==> config.mk <==
export PLATFORM = sky130hd
export DESIGN_NAME = prc_vs_status_monitor
export DESIGN_NICKNAME = d
export VERILOG_FILES = /design/src/rtl/prc_vs_status_monitor.sv
export SDC_FILE = /design/constraint.sdc
export NUM_CORES = 1
export LEC_CHECK = 0
export CELL_PAD_IN_SITES_DETAIL_PLACEMENT = 1
export CELL_PAD_IN_SITES_GLOBAL_PLACEMENT = 1
export CORE_UTILIZATION = 41
export DETAILED_ROUTE_END_ITERATION = 8
export PLACE_DENSITY = 0.85
export SETUP_SLACK_MARGIN = 0.1
export SYNTH_ARGS = -nofsm -noshare
export SYNTH_HDL_FRONTEND = slang
export SYNTH_SLANG_ARGS = --single-unit
==> constraint.sdc <==
create_clock -name icap_clk -period 4.3 [get_ports icap_clk]
set_input_delay 0.86 -clock icap_clk [delete_from_list [all_inputs] [get_ports icap_clk]]
set_output_delay 0.86 -clock icap_clk [all_outputs]
set_load 0.1 [all_outputs]
==> src/rtl/prc_vs_status_monitor.sv <==
// Per-virtual-socket load/error tracker feeding the ICAP arbiter's release qualification.
// Each VS runs IDLE/LOADING/ERR with a saturating load timeout; error flags stay set until cleared.
module prc_vs_status_monitor #(
  parameter int unsigned NUM_VS         = 2,
  parameter int unsigned TIMEOUT_W      = 24,
  parameter int unsigned TIMEOUT_CYCLES = 10_000_000
) (
  input  logic                  icap_clk,
  input  logic                  icap_resetn,
  input  logic [32*NUM_VS-1:0]  vs_axis_status_tdata,
  input  logic [NUM_VS-1:0]     vs_axis_status_tvalid,
  input  logic                  err_clear,
  output logic                  loading_any,
  output logic                  loading_end,
  output logic                  release_ok,
  output logic [NUM_VS-1:0]     err_sticky,
  output logic [4*NUM_VS-1:0]   err_code,
  output logic [NUM_VS-1:0]     timeout_err
);

  localparam logic [2:0]           S_LOADING = 3'b100;
  localparam logic [TIMEOUT_W-1:0] CNT_LAST  = TIMEOUT_W'(TIMEOUT_CYCLES - 1);

  if ((NUM_VS < 1) || (NUM_VS > 8)) begin : g_bad_num_vs
    $error("prc_vs_status_monitor: NUM_VS must be 1..8");
  end
  if ((TIMEOUT_CYCLES == 0) || (64'(TIMEOUT_CYCLES) >= (64'd1 << TIMEOUT_W))) begin : g_bad_timeout
    $error("prc_vs_status_monitor: TIMEOUT_CYCLES must be in 1..2**TIMEOUT_W-1");
  end

  typedef enum logic [1:0] {ST_IDLE, ST_LOADING, ST_ERR} vs_state_e;

  vs_state_e            state_q [NUM_VS];
  vs_state_e            state_d [NUM_VS];
  logic [TIMEOUT_W-1:0] cnt_q   [NUM_VS];
  logic [TIMEOUT_W-1:0] cnt_d   [NUM_VS];
  logic [NUM_VS-1:0]    sticky_d;
  logic [NUM_VS-1:0]    tmo_d;
  logic [NUM_VS-1:0]    end_d;
  logic [NUM_VS-1:0]    busy_d;
  logic [NUM_VS-1:0]    load_d;
  logic [4*NUM_VS-1:0]  code_d;

  // Status bits [31:7] carry nothing this block uses.
  logic [NUM_VS-1:0] unused_hi;
  for (genvar g = 0; g < NUM_VS; g++) begin : g_unused
    assign unused_hi[g] = ^vs_axis_status_tdata[32*g+7 +: 25];
  end

  // Next state, counters and flags for every VS.
  always_comb begin
    logic [2:0] s;
    logic [3:0] e;
    logic       beat;
    logic       err_beat;
    s        = '0;
    e        = '0;
    beat     = 1'b0;
    err_beat = 1'b0;
    sticky_d = err_sticky;
    tmo_d    = timeout_err;
    code_d   = err_code;
    end_d    = '0;
    busy_d   = '0;
    load_d   = '0;
    for (int i = 0; i < NUM_VS; i++) begin
      state_d[i] = state_q[i];
      cnt_d[i]   = cnt_q[i];
      s          = vs_axis_status_tdata[32*i +: 3];
      e          = vs_axis_status_tdata[32*i+3 +: 4];
      beat       = vs_axis_status_tvalid[i];
      err_beat   = beat && (e != 4'd0);

      if (err_clear) begin
        sticky_d[i]     = 1'b0;
        tmo_d[i]        = 1'b0;
        code_d[4*i +: 4] = 4'd0;
      end
      // A new error beat outranks a same-cycle clear; only the first code is held.
      if (err_beat) begin
        if (!sticky_d[i]) code_d[4*i +: 4] = e;
        sticky_d[i] = 1'b1;
      end

      case (state_q[i])
        ST_IDLE: begin
          if (err_beat) begin
            state_d[i] = ST_ERR;
          end else if (beat && (s == S_LOADING)) begin
            state_d[i] = ST_LOADING;
            cnt_d[i]   = '0;
          end
        end
        ST_LOADING: begin
          if (cnt_q[i] != '1) cnt_d[i] = cnt_q[i] + TIMEOUT_W'(1);
          if (err_beat) begin
            state_d[i] = ST_ERR;
          end else if (beat && (s != S_LOADING)) begin
            state_d[i] = ST_IDLE;
            end_d[i]   = 1'b1;
          end else if (cnt_q[i] == CNT_LAST) begin
            state_d[i] = ST_ERR;
            tmo_d[i]   = 1'b1;
          end
        end
        ST_ERR: begin
          if (err_clear && !err_beat) state_d[i] = ST_IDLE;
        end
        default: state_d[i] = ST_IDLE;
      endcase

      load_d[i] = (state_d[i] == ST_LOADING);
      busy_d[i] = (state_d[i] != ST_IDLE);
    end
  end

  always_ff @(posedge icap_clk or negedge icap_resetn) begin
    if (!icap_resetn) begin
      for (int i = 0; i < NUM_VS; i++) begin
        state_q[i] <= ST_IDLE;
        cnt_q[i]   <= '0;
      end
      loading_any <= 1'b0;
      loading_end <= 1'b0;
      release_ok  <= 1'b1;
      err_sticky  <= '0;
      err_code    <= '0;
      timeout_err <= '0;
    end else begin
      for (int i = 0; i < NUM_VS; i++) begin
        state_q[i] <= state_d[i];
        cnt_q[i]   <= cnt_d[i];
      end
      loading_any <= |load_d;
      loading_end <= |end_d;
      release_ok  <= ~(|busy_d) & ~(|sticky_d) & ~(|tmo_d);
      err_sticky  <= sticky_d;
      err_code    <= code_d;
      timeout_err <= tmo_d;
    end
  end

endmodule

Fig. 1: M2 wires
Cells faint in the background.
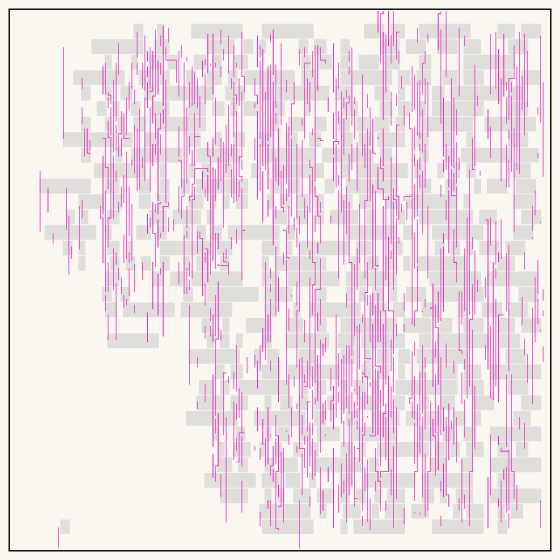
wire length on this layer: 4700 um
nets with wire on the layer: 393
final wirelength: 9.46 mm
met2 Resource Use GR: 0.372
Via Count: 3107

Fig. 2: routing congestion
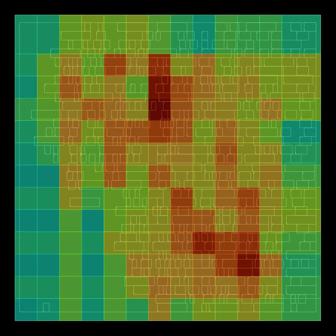
global router's overall resource usage: 0.227
M1 GR Usage: 0.290

==> Changelog: implementation <==
### Physical design

* Sequential cell area in the final layout at 1680 um^2
* Post-detail-place hpwl at 6.44 mm
* Worst path max stage delay at 0.60 ns
* Global-route wire length before repair at 15.6 mm
* Iteration-0 DRC count of the detailed router at 140
* Floorplan utilization at 0.428
* Result of the run: completed
* Total clock buffers created by CTS at 9
* Flip-flop and latch power at 0.000771 W
* RePlAce Congestion at 0.799
* Post-synthesis adder-cell area fraction at 0.00708
* Post-CTS setup buffer count at 0
* Clock tree buffer depth at 2
* Non-filler cells in the finished layout at 519
* Dominant register cell: sky130_fd_sc_hd__dfrtp_1
* Max-capacitance violation count at 0
* Static leakage at 1.65 nW
* Setup-violating endpoint count in the final report at 0
* Sequential group share of total power at 0.476
* Buffers, non-clock at 36
* Total Nets Final at 481
* Most prevalent standard cell on the critical path: sky130_fd_sc_hd__o31ai_4
* Clock Power Share at 0.317
* Worst Setup EP: cnt_q[43]$_DFFE_PN0P_
* XOR/XNOR Area Share at 0.0496
* Die H at 94.8 um
* Clock tree from TritonCTS: yes
* Top comb family, area: simple AND/OR/NAND/NOR gates
* Hold Path Depth at 1
* Synthesized netlist net count at 445
* Kind of launch point of the worst setup path: input port
* Clk_buf instances at 10
* Max rail drop VDD at 0.142 mV
* Commonest cells after routing, fill and taps aside: sky130_fd_sc_hd__dfrtp_1 (66), sky130_fd_sc_hd__o21ai_0 (41), sky130_fd_sc_hd__nand2_1 (32), sky130_fd_sc_hd__nor2_1 (32), sky130_fd_sc_hd__clkdlybuf4s50_1 (32)
* Post-placement cell count at 504
* Post-synthesis share of cell area spent on and, or, nand and nor gates at 0.258
* Post-Syn Instances at 374
* Sequential element share of the synthesized area at 0.475
* Area of all placed cells without fillers at 4150 um^2
* Final critical-path required period at 2.99 ns
* Compound-cell area share of the yosys netlist at 0.189
* #FFs+latches synth at 67
* Flop-to-flop setup slack at 1.78 ns
* Input/output buffers at 33
* Hold worst-path end: cnt_q[6]$_DFFE_PN0P_
* Drt first pass iters at 4
* YS warnings at 0
* Ports placed on the boundary at 84
* Cell class ranked first by area: logic gates
* Multi-input logic portion of the cell area at 0.429
* Non-clock inverter count in the final layout at 8
* Non-clock buffering overhead in the final layout at 0.0838
* Area fraction of clock buffers and clock inverters at 0.0440
* Chip Area, Yosys at 3530 um^2
* R2R Path Start: cnt_q[0]$_DFFE_PN0P_
* MI comb cells at 288
* RSZ-0062 raised after global routing: no
* Wire length per cell after detailed routing at 18.2 um
* Critical Path Sink Type: register
* Worst max-slew margin expressed relative to the limit at 0.332
* Number of flip-flops in the largest register at 48
* Number of sequential storage elements at 67
* Clock input transition at the sequential cells of the worst setup and hold paths at 0.08 ns
* Final hold slack at 0.502 ns
* Number of enable-type register cells in the synthesized netlist at 0
* Proportion of layout cells with a drive suffix above 1 at 0.0870
* Synth unique cells at 48
* Worst setup path startpoint: vs_axis_status_tdata[4]
* Relative area change from synthesis to final layout at 17.5%
Fig. 3: the metal 3 layer
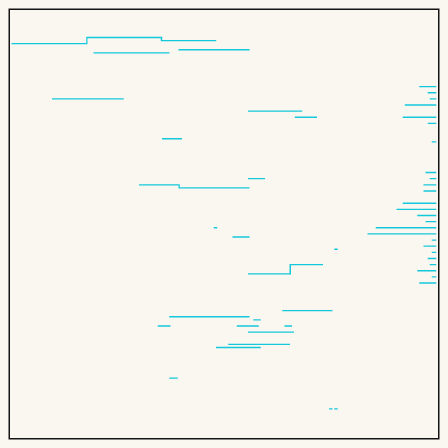
share of all routed wire: 3.5%
nets with wire on the layer: 37
wire length on this layer: 334 um
main direction: horizontal

cells in the mapped netlist (all sizes together) (3+ instances only):
master  count  area share
a21oi      12       0.017
a22o        8       0.020
a31oi      10       0.018
and2        6       0.011
and3       11       0.020
buf         4      0.0053
clkbuf      7      0.0074
dfrtp      66        0.47
inv         8      0.0085
nand2      32       0.034
nand2b      7       0.012
nand3      17       0.024
nand4      18       0.036
nor2       35       0.039
nor3        6      0.0085
nor4       11       0.024
o21a        3      0.0064
o21ai      41       0.058
o22ai       3      0.0053
o31ai      15       0.040
or2         3      0.0053
or3         5      0.0089
or4         4       0.011
xnor2       7       0.017
xor2       13       0.032
per-layer routing:
metal,vias to the layer above,global-route usage,wire [um]
li1,1460,-,-
met5,-,0,0
met1,1573,0.290,4250
met3,17,0.0564,333
met2,57,0.372,4700
met4,0,0.0808,174
Power and IR drop assume default switching activity.
